## src/rtl/lcd_pkg.sv

```systemverilog
// Shared definitions for the LCD write-engine scheduler and its clients:
// FSM state encoding, word format and the command opcodes the show clients emit.
package lcd_pkg;

  localparam int LCD_WORD_W = 9;
  localparam int LCD_DC_BIT = 8;

  localparam logic [LCD_WORD_W-1:0] LCD_CMD_CASET = 9'h02A;
  localparam logic [LCD_WORD_W-1:0] LCD_CMD_RASET = 9'h02B;
  localparam logic [LCD_WORD_W-1:0] LCD_CMD_RAMWR = 9'h02C;

  typedef enum logic [6:0] {
    PWR_WAIT  = 7'b000_0001,
    INIT_GO   = 7'b000_0010,
    INIT_BUSY = 7'b000_0100,
    IDLE      = 7'b000_1000,
    SHOW_GO   = 7'b001_0000,
    SHOW_BUSY = 7'b010_0000,
    GAP       = 7'b100_0000
  } lcd_state_e;

  // A word with the DC bit clear is a command, otherwise pixel/parameter data.
  function automatic logic lcd_is_cmd(input logic [LCD_WORD_W-1:0] word);
    return ~word[LCD_DC_BIT];
  endfunction

endpackage

```

## src/rtl/lcd_rr_pick.sv

```systemverilog
// Combinational round-robin picker: first set pending bit at or above rr_ptr,
// wrapping at NUM_SHOW.
module lcd_rr_pick #(
  parameter int NUM_SHOW = 3
) (
  input  logic [NUM_SHOW-1:0] pending,
  input  logic [2:0]          rr_ptr,
  output logic                valid,
  output logic [2:0]          idx
);

  logic [NUM_SHOW-1:0] rot;
  logic [3:0]          sum;

  // Rotate so that bit 0 corresponds to the client at rr_ptr.
  assign rot = NUM_SHOW'({pending, pending} >> rr_ptr);

  always_comb begin
    valid = 1'b0;
    idx   = 3'd0;
    sum   = 4'd0;
    // Walk downward so the lowest rotated position wins.
    for (int k = NUM_SHOW - 1; k >= 0; k--) begin
      if (rot[k]) begin
        valid = 1'b1;
        sum   = {1'b0, rr_ptr} + 4'(k);
        if (sum >= 4'(NUM_SHOW)) begin
          sum = sum - 4'(NUM_SHOW);
        end
        idx = sum[2:0];
      end
    end
  end

endmodule

```

## src/rtl/lcd_show_sched.sv

```systemverilog
// LCD write-engine scheduler: power-on delay, one init task, then round-robin show tasks.
// Optional BUSY watchdog enabled by defining LCD_SHOW_SCHED_TIMEOUT_EN.
module lcd_show_sched
  import lcd_pkg::*;
#(
  parameter int          NUM_SHOW        = 3,
  parameter logic [23:0] POWER_ON_CYCLES = 24'd5_000_000,
  parameter logic [7:0]  GAP_CYCLES      = 8'd16,
  parameter logic [23:0] TIMEOUT_CYCLES  = 24'd10_000_000
) (
  input  logic                           sys_clk,
  input  logic                           sys_rst_n,
  input  logic                           wr_done,
  output logic [LCD_WORD_W-1:0]          lcd_data,
  output logic                           lcd_en_write,
  output logic                           init_flag,
  input  logic                           init_en_write,
  input  logic [LCD_WORD_W-1:0]          init_data,
  output logic                           init_wr_done,
  input  logic                           init_done,
  input  logic [NUM_SHOW-1:0]            show_req,
  output logic [NUM_SHOW-1:0]            show_flag,
  input  logic [NUM_SHOW-1:0]            show_en_write,
  input  logic [LCD_WORD_W*NUM_SHOW-1:0] show_data,
  output logic [NUM_SHOW-1:0]            show_wr_done,
  input  logic [NUM_SHOW-1:0]            show_done,
  output logic                           init_ok,
  output logic                           busy,
  output logic [2:0]                     grant_id,
  output logic                           timeout_err
);

  if (NUM_SHOW < 2 || NUM_SHOW > 8 || POWER_ON_CYCLES == 24'd0 ||
      TIMEOUT_CYCLES == 24'd0) begin : g_cfg_err
    $error("lcd_show_sched: illegal parameter set");
  end

  lcd_state_e          state, state_nxt;
  logic [NUM_SHOW-1:0] pending, pend_clr;
  logic [2:0]          rr_ptr;
  logic [23:0]         pwr_cnt;
  logic [7:0]          gap_cnt;
  logic                pick_vld;
  logic [2:0]          pick_idx;
  logic                grant_take;
  logic                in_init, in_show, in_busy;
  logic                show_hit;
  logic                wd_trip;
  logic [7:0]          flag8;
  logic [7:0]          en8;
  logic [LCD_WORD_W-1:0] word8 [8];

  lcd_rr_pick #(
    .NUM_SHOW (NUM_SHOW)
  ) u_rr_pick (
    .pending (pending),
    .rr_ptr  (rr_ptr),
    .valid   (pick_vld),
    .idx     (pick_idx)
  );

  assign in_init    = (state == INIT_GO) || (state == INIT_BUSY);
  assign in_show    = (state == SHOW_GO) || (state == SHOW_BUSY);
  assign in_busy    = (state == INIT_BUSY) || (state == SHOW_BUSY);
  assign grant_take = (state == IDLE) && pick_vld;
  assign flag8      = 8'b1 << grant_id;
  // Only the granted client's done can end a show task.
  assign show_hit   = |(show_done & flag8[NUM_SHOW-1:0]);

`ifdef LCD_SHOW_SCHED_TIMEOUT_EN
  logic [23:0] wd_cnt;
  logic        tmo_q;

  assign wd_trip     = in_busy && !wr_done && (wd_cnt == TIMEOUT_CYCLES - 24'd1);
  assign timeout_err = tmo_q;

  always_ff @(posedge sys_clk or negedge sys_rst_n) begin
    if (!sys_rst_n) begin
      wd_cnt <= 24'd0;
      tmo_q  <= 1'b0;
    end else begin
      wd_cnt <= (!in_busy || wr_done) ? 24'd0 : wd_cnt + 24'd1;
      if (wd_trip) begin
        tmo_q <= 1'b1;
      end
    end
  end
`else
  assign wd_trip     = 1'b0;
  assign timeout_err = 1'b0;
`endif

  always_comb begin
    state_nxt = state;
    unique case (state)
      PWR_WAIT:  if (pwr_cnt == POWER_ON_CYCLES - 24'd1) state_nxt = INIT_GO;
      INIT_GO:   state_nxt = INIT_BUSY;
      INIT_BUSY: if (init_done || wd_trip) state_nxt = GAP;
      IDLE:      if (pick_vld) state_nxt = SHOW_GO;
      SHOW_GO:   state_nxt = SHOW_BUSY;
      SHOW_BUSY: if (show_hit || wd_trip) state_nxt = GAP;
      GAP:       if (GAP_CYCLES == 8'd0 || gap_cnt == GAP_CYCLES - 8'd1) state_nxt = IDLE;
      default:   state_nxt = PWR_WAIT;
    endcase
  end

  always_comb begin
    pend_clr = '0;
    for (int i = 0; i < NUM_SHOW; i++) begin
      pend_clr[i] = grant_take && (pick_idx == 3'(i));
    end
  end

  always_ff @(posedge sys_clk or negedge sys_rst_n) begin
    if (!sys_rst_n) begin
      state    <= PWR_WAIT;
      pending  <= '0;
      rr_ptr   <= 3'd0;
      grant_id <= 3'd0;
      init_ok  <= 1'b0;
      busy     <= 1'b0;
      pwr_cnt  <= 24'd0;
      gap_cnt  <= 8'd0;
    end else begin
      state   <= state_nxt;
      // OR-ing show_req after the clear lets a same-cycle request win.
      pending <= (pending & ~pend_clr) | show_req;
      busy    <= (state_nxt != IDLE);
      pwr_cnt <= (state == PWR_WAIT) ? pwr_cnt + 24'd1 : 24'd0;
      gap_cnt <= (state == GAP) ? gap_cnt + 8'd1 : 8'd0;
      if (grant_take) begin
        grant_id <= pick_idx;
        rr_ptr   <= (pick_idx == 3'(NUM_SHOW - 1)) ? 3'd0 : pick_idx + 3'd1;
      end
      if (state == INIT_BUSY && init_done) begin
        init_ok <= 1'b1;
      end
    end
  end

  // Unpack client buses into 8-entry tables so a 3-bit grant indexes them directly.
  always_comb begin
    en8 = 8'd0;
    for (int i = 0; i < 8; i++) begin
      word8[i] = '0;
    end
    for (int i = 0; i < NUM_SHOW; i++) begin
      en8[i]   = show_en_write[i];
      word8[i] = show_data[LCD_WORD_W*i +: LCD_WORD_W];
    end
  end

  always_comb begin
    lcd_data     = '0;
    lcd_en_write = 1'b0;
    init_wr_done = 1'b0;
    show_wr_done = '0;
    if (in_init) begin
      lcd_data     = init_data;
      lcd_en_write = init_en_write;
      init_wr_done = wr_done;
    end else if (in_show) begin
      lcd_data     = word8[grant_id];
      lcd_en_write = en8[grant_id];
      show_wr_done = flag8[NUM_SHOW-1:0] & {NUM_SHOW{wr_done}};
    end
  end

  assign init_flag = (state == INIT_GO);
  assign show_flag = (state == SHOW_GO) ? flag8[NUM_SHOW-1:0] : '0;

endmodule

```

## config.mk

```make
export PLATFORM = sky130hd
export DESIGN_NAME = lcd_show_sched
export DESIGN_NICKNAME = d
export VERILOG_FILES = /design/src/rtl/lcd_pkg.sv /design/src/rtl/lcd_rr_pick.sv /design/src/rtl/lcd_show_sched.sv
export SDC_FILE = /design/constraint.sdc
export NUM_CORES = 1
export LEC_CHECK = 0
export CAP_MARGIN = 20
export CORE_MARGIN = 5
export CORE_UTILIZATION = 48
export CTS_BUF_LIST = sky130_fd_sc_hd__clkbuf_8
export CTS_CLUSTER_SIZE = 30
export DETAILED_ROUTE_END_ITERATION = 8
export PLACE_DENSITY_LB_ADDON = 0.05
export SETUP_SLACK_MARGIN = 0.5
export SYNTH_ARGS = -nofsm -noshare
export SYNTH_HDL_FRONTEND = slang
export SYNTH_SLANG_ARGS = --single-unit
```

## constraint.sdc

```tcl
create_clock -name sys_clk -period 2.69 [get_ports sys_clk]
set_clock_uncertainty 0.15 [all_clocks]
set_input_delay 0.538 -clock sys_clk [delete_from_list [all_inputs] [get_ports sys_clk]]
set_output_delay 0.538 -clock sys_clk [all_outputs]
set_load 0.05 [all_outputs]
```

Sizing map:
The bar under the picture is 20 um long.
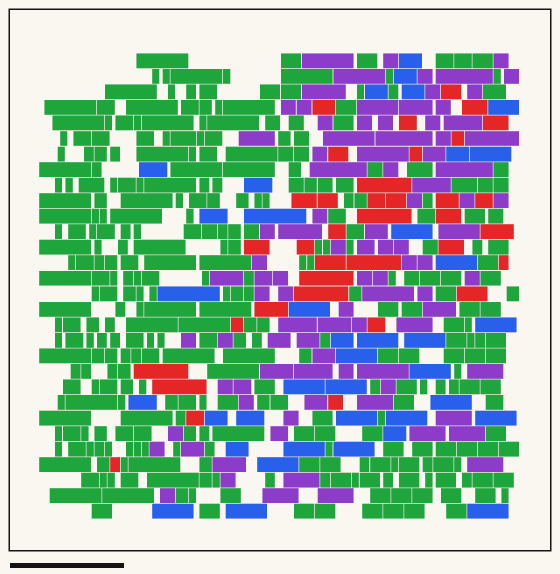
| colour | size | cells | share |
|---|---|---|---|
| blue | _6 and larger | 38 | 7.6% |
| green | _0 and _1 cells | 329 | 66% |
| purple | _3 and _4 cells | 94 | 19% |
| red | _2 cells | 36 | 7.2% |
cell area after layout: 5490 um2
Buffers, non-clock: 131
Area Growth Syn to Fin: 59.7%

Register map, names as in the netlist:
The bar under the picture is 20 um long. Other sequential cells in the stronger grey, the rest of the logic in the fainter grey.
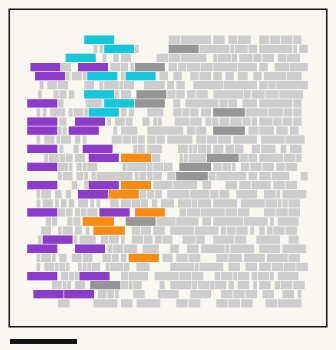
| colour | signal | sequential cells |
|---|---|---|
| orange | `state` | 7 |
| cyan | `gap_cnt` | 8 |
| purple | `pwr_cnt` | 24 |
post-layout util: 79.9%
Seq. pwr: 752 uW

Routing congestion map:
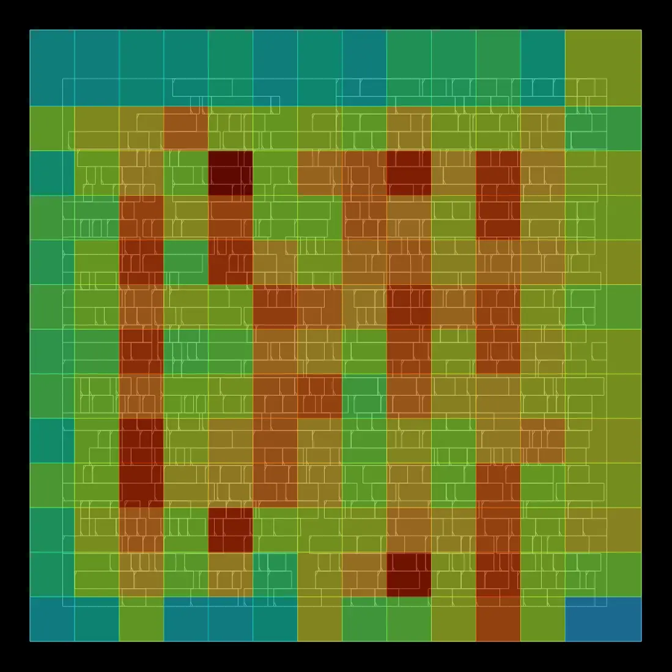
Global Route Usage Sum: 22.6%
M3 GR Usage: 3.11%

==> CHANGELOG.md <==
### Physical design

* Max stage delay on crit path at 0.40 ns
* CTS resizes at 30
* Worst R2R Path Depth at 9
* Simple share at 25.0%
* Largest net degree at the start of global routing at 26
* 1st-pass router iterations at 5
* Met2 Usage GRT at 40.9%
* # Cells Yosys at 374
* Final worst slack at 0.0780 ns
* EDFF count, synth at 0
* Cts bufs inserted at 5
* Yosys cell types at 67
* Sequential Area at 1260 um2
* Comb gates at 298
* Clock-cell share at 2.51%
* Hold_sp: gap_cnt[0]$_DFF_PN0_
* Gate Area at 2510 um2
* Final Hold Fails at 0
* Total gr overflow at 0
* Flip-flops at 50
* I/O pin total at 74
* Commonest flop: dfrtp_1
* Clock Path Buffers at 2
* H-tree depth at 2
* Cell Chain, Critical Path: or2_4, nor3_4, nand2b_1, a21oi_2, buf_6, and2_4, buf_12
* Hold slack at 0.323 ns
* Inverters, non-clock at 10
* Tmin final at 2.61 ns
* Placed insts at 544
* PwrDens at 272 nW/um2
* N_diodes at 0
* Clock transition at the registers of the reported paths at 0.09 ns
* Pre-CTS setup slack at 0.0749 ns
* Final Cycle Share at 97.1%
* Critical-path top delay cell: dfrtp_1
* Synth Area in Compound Gates at 16.8%
* First-pass GRT wire length at 16,100 um
* DR WL/cell at 17.8 um
* Port Buf Inserts at 72
* Setup Buffers After CTS at 27
* FP Util at 50.0%
* Max-slew headroom at 46.9%
* Tool Warnings at 33
* Total of max-cap violations at 0
* CTS hold repair buffers at 1
* Share of layout cells above drive strength 1 at 33.8%
* Routability cong. at 0.871
* Highest routing layer actually used: met4
* Synth Net Count at 433
* Die y size at 94.6 um
* Metal-1 WL at 4360 um
* Crit path DRT at 2.00 ns
* Global route hottest layer: met2
* Yosys warns at 0
* Worst Hold Depth at 1
* Final nets at 555
* Drt total wl at 10,600 um
* Yosys stat area at 3430 um2
* Largest cell class: logic gates
* Fmax at 383 MHz
* Sequential share of the synthesized area at 36.5%
* Mapped Cells at 374
* CP startpoint: state[5]$_DFF_PN0_
* Clk sink count at 50
* Initial DRC Count at 106
* Outcome: finished clean
* Fill cell count at 415
* Overall Power at 1490 uW
* Via count at 3,306
* Final Max Tran Viols at 0
* Cell Area, Placed at 4710 um2
* DRC at 0
* Root buffer cell: clkbuf_8
* # clk buffers at 5
* Num rows at 30
* RSZ-0062 raised after global routing: yes
* Hold EP: gap_cnt[0]$_DFF_PN0_
* Comb/total area at 45.8%
* Worst reg2reg endpoint: rr_ptr[2]$_DFFE_PN0P_
* CTS tree: yes
* Initial antenna violation count at 0
* Vias per Instance at 5.58
Logic cells by family:
The bar under the picture is 20 um long.
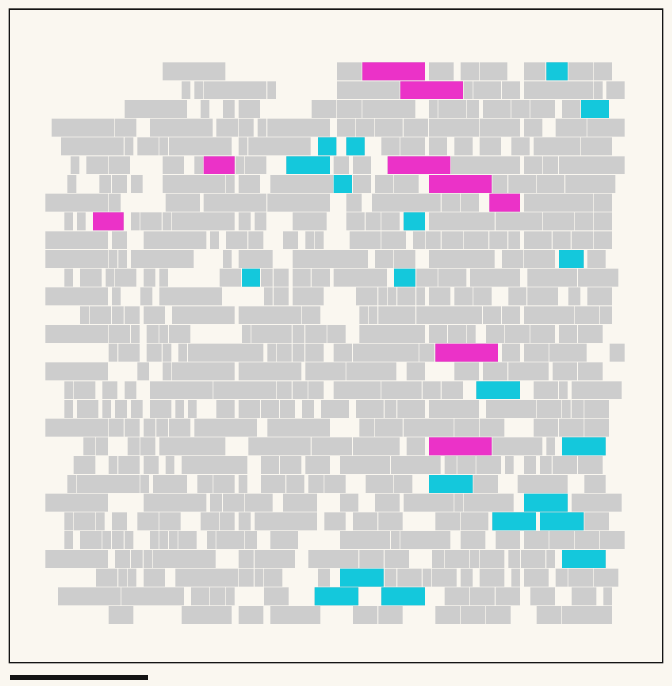
| colour | family | cells |
|---|---|---|
| magenta | fa/ha/maj cells | 9 |
| cyan | non-inverting ao/oa cells | 20 |

Placement by cell class:
The bar under the picture is 20 um long.
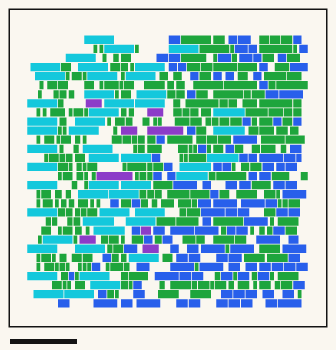
| colour | class | cells |
|---|---|---|
| blue | remaining buffers and delay cells | 131 |
| purple | clock drivers and dummy loads | 8 |
| cyan | sequential cells | 50 |
| green | combinational and other logic | 308 |

-- cell usage in the layout (no fill, tap or decap), types with 8 or more instances in the layout --
cell type        count
a22o_4              10
buf_12              21
buf_4               45
buf_6                9
clkdlybuf4s50_1     50
dfrtp_1             43
inv_1                8
mux2i_1             16
nand2_1             28
nand2b_1            11
nand3_1             18
nor2_1              44
o21ai_0             15
xnor2_1             12
xor2_1              18
-- flip-flops by register name (all words and copies together) (netlist names) --
register,cells
rr_ptr,3
init_ok,1
pending,3
pwr_cnt,24
busy,1
grant_id,3
gap_cnt,8
state,7
-- power by group --
part | total, uW | leakage (uW) | switching (uW) | internal (uW)
Combinational | 113 | 0.00151 | 42.3 | 71.1
Sequential | 752 | 0.000652 | 0.299 | 752
Clock | 629 | 0.0000683 | 257 | 372
Total | 1490 | 0.00223 | 299 | 1200
-- synth_stat cells (3+ instances only) --
cell / instances / area share (%)
or3_1: 5 / 0.91
a22o_1: 10 / 2.5
nor2b_1: 3 / 0.55
nor2_1: 50 / 5.5
clkbuf_1: 9 / 0.98
xnor2_1: 13 / 3.3
ha_1: 9 / 3.3
xor2_1: 19 / 4.8
and3_1: 7 / 1.3
nand2_1: 30 / 3.3
a21o_1: 4 / 0.87
nand3_1: 18 / 2.6
dfrtp_1: 49 / 36
nand2b_1: 11 / 2.0
nor3_1: 11 / 1.6
inv_1: 10 / 1.1
o211ai_1: 3 / 0.66
o21ai_0: 17 / 2.5
clkbuf_8: 3 / 1.2
o22ai_1: 3 / 0.55
a211oi_1: 3 / 0.66
nor3b_1: 7 / 1.5
mux2i_1: 16 / 4.7
nand4_1: 5 / 0.91
and4bb_2: 3 / 1.1
a21oi_1: 6 / 0.87
Power and IR drop assume default switching activity.
